Fig. 1: supply network
The bar under the picture is 10 um long. Pins as bars on the die edge.
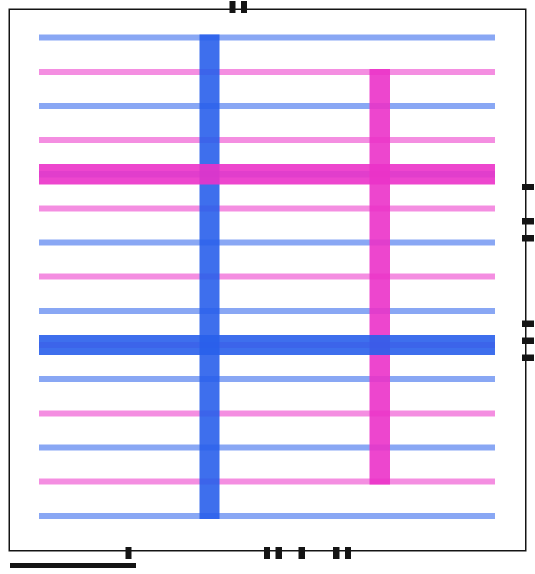
Fig. 2: cells colored by class
The bar under the picture is 10 um long.
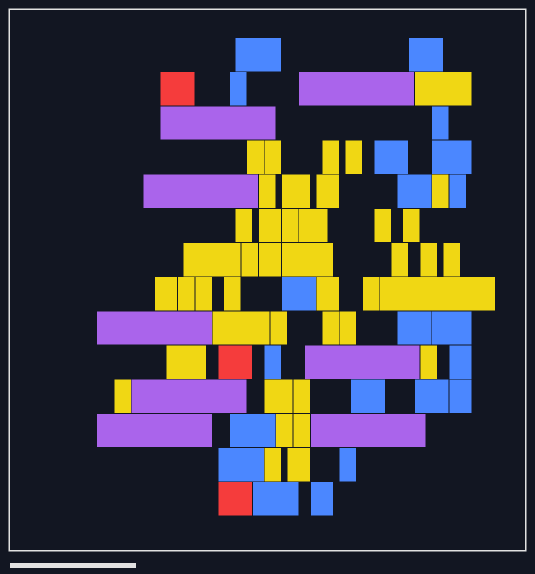
Fig. 3: clock network drawn from the DEF
The bar under the picture is 10 um long.
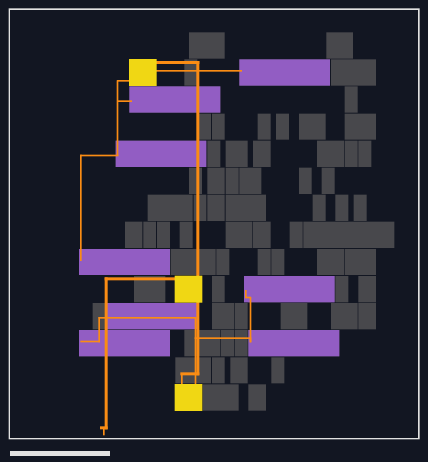
Fig. 4: wiring by layer
Two of the layers only.
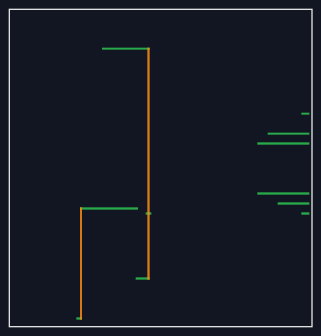
===== config.mk =====
export PLATFORM = sky130hd
export DESIGN_NAME = auction_seq_flat
export DESIGN_NICKNAME = d
export VERILOG_FILES = /design/src/rtl/auction_seq_if.sv /design/src/rtl/auction_seq.sv /design/src/flat_wrapper.sv
export SDC_FILE = /design/constraint.sdc
export NUM_CORES = 1
export LEC_CHECK = 0
export ABC_AREA = 1
export CORE_AREA = 2 2 39 41
export DETAILED_ROUTE_END_ITERATION = 12
export DIE_AREA = 0 0 41 43
export PLACE_DENSITY = 0.69
export RECOVER_POWER = 100
export SLEW_MARGIN = 20
export SYNTH_ARGS = -nofsm -noshare
export SYNTH_HDL_FRONTEND = slang
export SYNTH_SLANG_ARGS = --single-unit

===== constraint.sdc =====
create_clock -name clk -period 1.3 [get_ports clk]
set_input_delay 0.39 -clock clk [delete_from_list [all_inputs] [get_ports clk]]
set_output_delay 0.39 -clock clk [all_outputs]
set_load 0.01 [all_outputs]

===== src/rtl/auction_seq_if.sv =====
// Bid/result handshake bundle for auction_seq.
// The slave side is the auctioneer; the master side supplies bids and consumes results.
interface auction_seq_if #(
   parameter int unsigned N = 2,
   parameter int unsigned W = 2
);
   logic [W-1:0] bid_in;
   logic         bid_valid;
   logic         bid_ready;
   logic [N-1:0] winner;
   logic [W-1:0] winning_bid;
   logic [W-1:0] price;
   logic         result_valid;
   logic         result_ready;

   modport master (
      output bid_in, bid_valid, result_ready,
      input  bid_ready, winner, winning_bid, price, result_valid
   );

   modport slave (
      input  bid_in, bid_valid, result_ready,
      output bid_ready, winner, winning_bid, price, result_valid
   );
endinterface


===== src/rtl/auction_seq.sv =====
// Sequential sealed-bid auction: collects 2**N bids, tracks the highest and second-highest,
// then presents winner and price (first- or second-price) until the consumer takes them.
module auction_seq #(
   parameter int unsigned N            = 2,
   parameter int unsigned W            = 2,
   parameter int unsigned SECOND_PRICE = 0
) (
   input logic           clk,
   input logic           rst,
   auction_seq_if.slave  bus
);

   typedef enum logic [0:0] {StCollect, StDone} state_e;

   localparam logic [N-1:0] CntLast = {N{1'b1}};

   state_e       state_q, state_d;
   logic         armed_q;
   logic [N-1:0] cnt_q, cnt_d;
   logic [N-1:0] idx_q, idx_d;
   logic [W-1:0] best_q, best_d;
   logic [W-1:0] second_q, second_d;
   logic         bid_ready;
   logic         accept;

   // armed_q keeps bid_ready low until the first clock edge after reset is released
   assign bid_ready = armed_q && (state_q == StCollect);
   assign accept    = bid_ready && bus.bid_valid;

   always_ff @(posedge clk or posedge rst) begin
      if (rst) begin
         state_q  <= StCollect;
         armed_q  <= 1'b0;
         cnt_q    <= '0;
         idx_q    <= '0;
         best_q   <= '0;
         second_q <= '0;
      end else begin
         state_q  <= state_d;
         armed_q  <= 1'b1;
         cnt_q    <= cnt_d;
         idx_q    <= idx_d;
         best_q   <= best_d;
         second_q <= second_d;
      end
   end

   always_comb begin
      state_d  = state_q;
      cnt_d    = cnt_q;
      idx_d    = idx_q;
      best_d   = best_q;
      second_d = second_q;
      case (state_q)
         StCollect: begin
            if (accept) begin
               cnt_d = cnt_q + 1'b1;
               if (cnt_q == '0) begin
                  best_d   = bus.bid_in;
                  second_d = '0;
                  idx_d    = '0;
               end else if (bus.bid_in > best_q) begin
                  // strict compare keeps the earliest bidder on ties
                  second_d = best_q;
                  best_d   = bus.bid_in;
                  idx_d    = cnt_q;
               end else if (bus.bid_in > second_q) begin
                  second_d = bus.bid_in;
               end
               if (cnt_q == CntLast) begin
                  state_d = StDone;
               end
            end
         end
         StDone: begin
            if (bus.result_ready) begin
               state_d = StCollect;
            end
         end
         default: state_d = StCollect;
      endcase
   end

   assign bus.bid_ready    = bid_ready;
   assign bus.result_valid = (state_q == StDone);
   assign bus.winner       = idx_q;
   assign bus.winning_bid  = best_q;
   assign bus.price        = (SECOND_PRICE != 0) ? second_q : best_q;

endmodule


===== src/flat_wrapper.sv =====
// flat-port wrapper written by rule: the top's interface ports become plain ports
module auction_seq_flat 
#(
   parameter int unsigned N            = 2,
   parameter int unsigned W            = 2,
   parameter int unsigned SECOND_PRICE = 0
)
  (clk, rst, bus_bid_in, bus_bid_valid, bus_result_ready, bus_bid_ready, bus_winner, bus_winning_bid, bus_price, bus_result_valid);
  auction_seq_if #(.N(N), .W(W)) bus_i ();
  input logic clk;
  input logic rst;
  input wire logic [$bits(bus_i.bid_in)-1:0] bus_bid_in;
  input wire logic [$bits(bus_i.bid_valid)-1:0] bus_bid_valid;
  input wire logic [$bits(bus_i.result_ready)-1:0] bus_result_ready;
  output wire logic [$bits(bus_i.bid_ready)-1:0] bus_bid_ready;
  output wire logic [$bits(bus_i.winner)-1:0] bus_winner;
  output wire logic [$bits(bus_i.winning_bid)-1:0] bus_winning_bid;
  output wire logic [$bits(bus_i.price)-1:0] bus_price;
  output wire logic [$bits(bus_i.result_valid)-1:0] bus_result_valid;
  assign bus_i.bid_in = bus_bid_in;
  assign bus_i.bid_valid = bus_bid_valid;
  assign bus_i.result_ready = bus_result_ready;
  assign bus_bid_ready = bus_i.bid_ready;
  assign bus_winner = bus_i.winner;
  assign bus_winning_bid = bus_i.winning_bid;
  assign bus_price = bus_i.price;
  assign bus_result_valid = bus_i.result_valid;
  auction_seq #(.N(N), .W(W), .SECOND_PRICE(SECOND_PRICE)) u_core (.clk(clk), .rst(rst), .bus(bus_i));
endmodule

==> results.yml <==
# synthesis and place-and-route metrics
outcome:
  run_status: "complete, no violations"
clock_network:
  cts_tree: "built"
  clock_tree.buffer_depth: 2
  cts_hold_buf: 0
  clock_latency_ps: 260
  clock_sink_count: 8
  cts_inserted_buffers: 3
worst_setup_path:
  crit_required_ps: 910
  crit_path_top_delay_cell: "dfrtp_1"
  timing.critical_path.fanout_max: 3
  critical_path.cell_chain: "nor2_1, buf_2"
  timing.critical_path.arrival_ps: 870
  worst_setup_path_end_kind: "output pin"
floorplan:
  die_area_um2: 1763
  placeableCoreArea_um2: 1384
  boundaryPins: 14
  tapCellCount: 16
  floorplan.rows: 14
detailed_routing:
  vias: 373
  top_signal_layer_used: "met4"
  first_pass_iters: 3
  routed_length_on_met3_um: 40
  detailroute.wirelength.met2_um: 351
  drtIter0Drc: 2
final_timing:
  holdWs_ps: 475.4
  grt_setup_unrepaired: "yes"
  post-route-worst-setup-slack_ps: 43.12
  final.period_utilization: 0.9668
  final.setup.tns_ps: 0
job:
  tool_warning_count: 28
power:
  pwr_density_cell_nw_per_um2: 1949
  ir_worst_vdd_uv: 734.1
  fraction_of_power_consumed_by_the_clock_network: 0.159
  cell_internal_pwr_mw: 0.7367
  power.group.top: "combinational logic"
  power.combinational.total_mw: 0.599
  power_switching_mw: 0.4701
  p_sw_frac: 0.3895
  p_total_mw: 1.207
  power_clock_mw: 0.192
  power.share.sequential: 0.345
logic_synthesis:
  synth_adder_area_share: 0.1133
  postSynth.topFlopCell: "dfrtp_1"
  post_synth_design_cell_area_um2: 441.7
  ys_ff: 8
  synth.net_count: 63
  netlist_instances: 53
  synthArstFlopShare: 1.000
  yosys_area_um2: 441.7
  enable_flop_cells: 0
  xor_area_frac: 0.01983
  post_synthesis_mean_instance_area_um2: 8.333
  postSynthSeqShare: 0.4533
  synth-cells-yosys: 53
placed_design:
  post-dp-hpwl_um: 629.3
  post-place-cells: 85
  detailedPlace.worstSlack_ps: -471.7
layout:
  area.share.combinational: 0.3152
  multi_input_comb_cells: 32
  non_clock_buffer_count: 21
  area.growth.synth_to_final_pct: 40.23
  num-nonclk-inverters: 10
  final_cell_mix: "nand2_1, inv_1, dfrtp_1, buf_4, clkbuf_1"
  nFlopsAndLatches: 8
  diodes: 0
  buffer_area_frac: 0.2323
  post-route-cell-area_um2: 619.3
  layout.area.seq_um2: 200.2
  layout-drive-gt1-share: 0.2432
worst_hold_path:
  hp-class: "reg -> reg"
global_routing:
  grt_max_degree: 9
  first_global_vias: 345
  groute.layer.met3.usage: 0.03141
About Fig. 1:
[magenta] VDD
[blue] VSS
met5 straps: 2
rows: 14
die height: 43 um
horizontal extent of the die: 41 um

About Fig. 2:
[red] clock drivers | cells: 3 | share of their area: 3.8%
[yellow] combinational and other logic | cells: 42 | share of their area: 39%
[purple] flops | cells: 8 | share of their area: 33%
[blue] other buffers and delay cells | cells: 21 | share of their area: 24%

About Fig. 3:
[orange] clock wires | length: 135 um
[yellow] clock drivers | count: 3
[purple] flip-flops | count: 8
routed clock nets: 4

About Fig. 4:
[orange] metal 4 | wire length: 46.2 um
[green] metal 3 | wire length: 40.5 um
per-cell routed wire length: 8.378 um
Tot GR Track Use: 0.1175

-- path summary, 6_finish.rpt --
check	from	endpoint	slack (ps)	cells past startpoint
max in group asynchronous	rst	u_core.bus.price[0]	560	2
min reg2reg	u_core.bus.winner[1]	u_core.bus.winner[1]	480	2
max	u_core.bus.result_valid	bus_bid_ready	40	2
max reg2reg	u_core.bus.price[1]	u_core.bus.winner[1]	70	9
min in group asynchronous	rst	u_core.bus.result_valid	510	2
min	u_core.bus.winner[1]	u_core.bus.winner[1]	480	2
-- worst max-delay path: cells and delay by family (launching register included) --
family,cells,cell delay (ps)
buf+inv,1,130
simple gates,1,90
flops,1,390
-- what timing repair did --
action	4_1_cts	5_1_grt
setup endpoints to repair	12	9
setup buffers	2	0
pin swaps	2	3
gates resized	24	7
Power figures rest on the tool's default switching activity, not on a simulated workload.
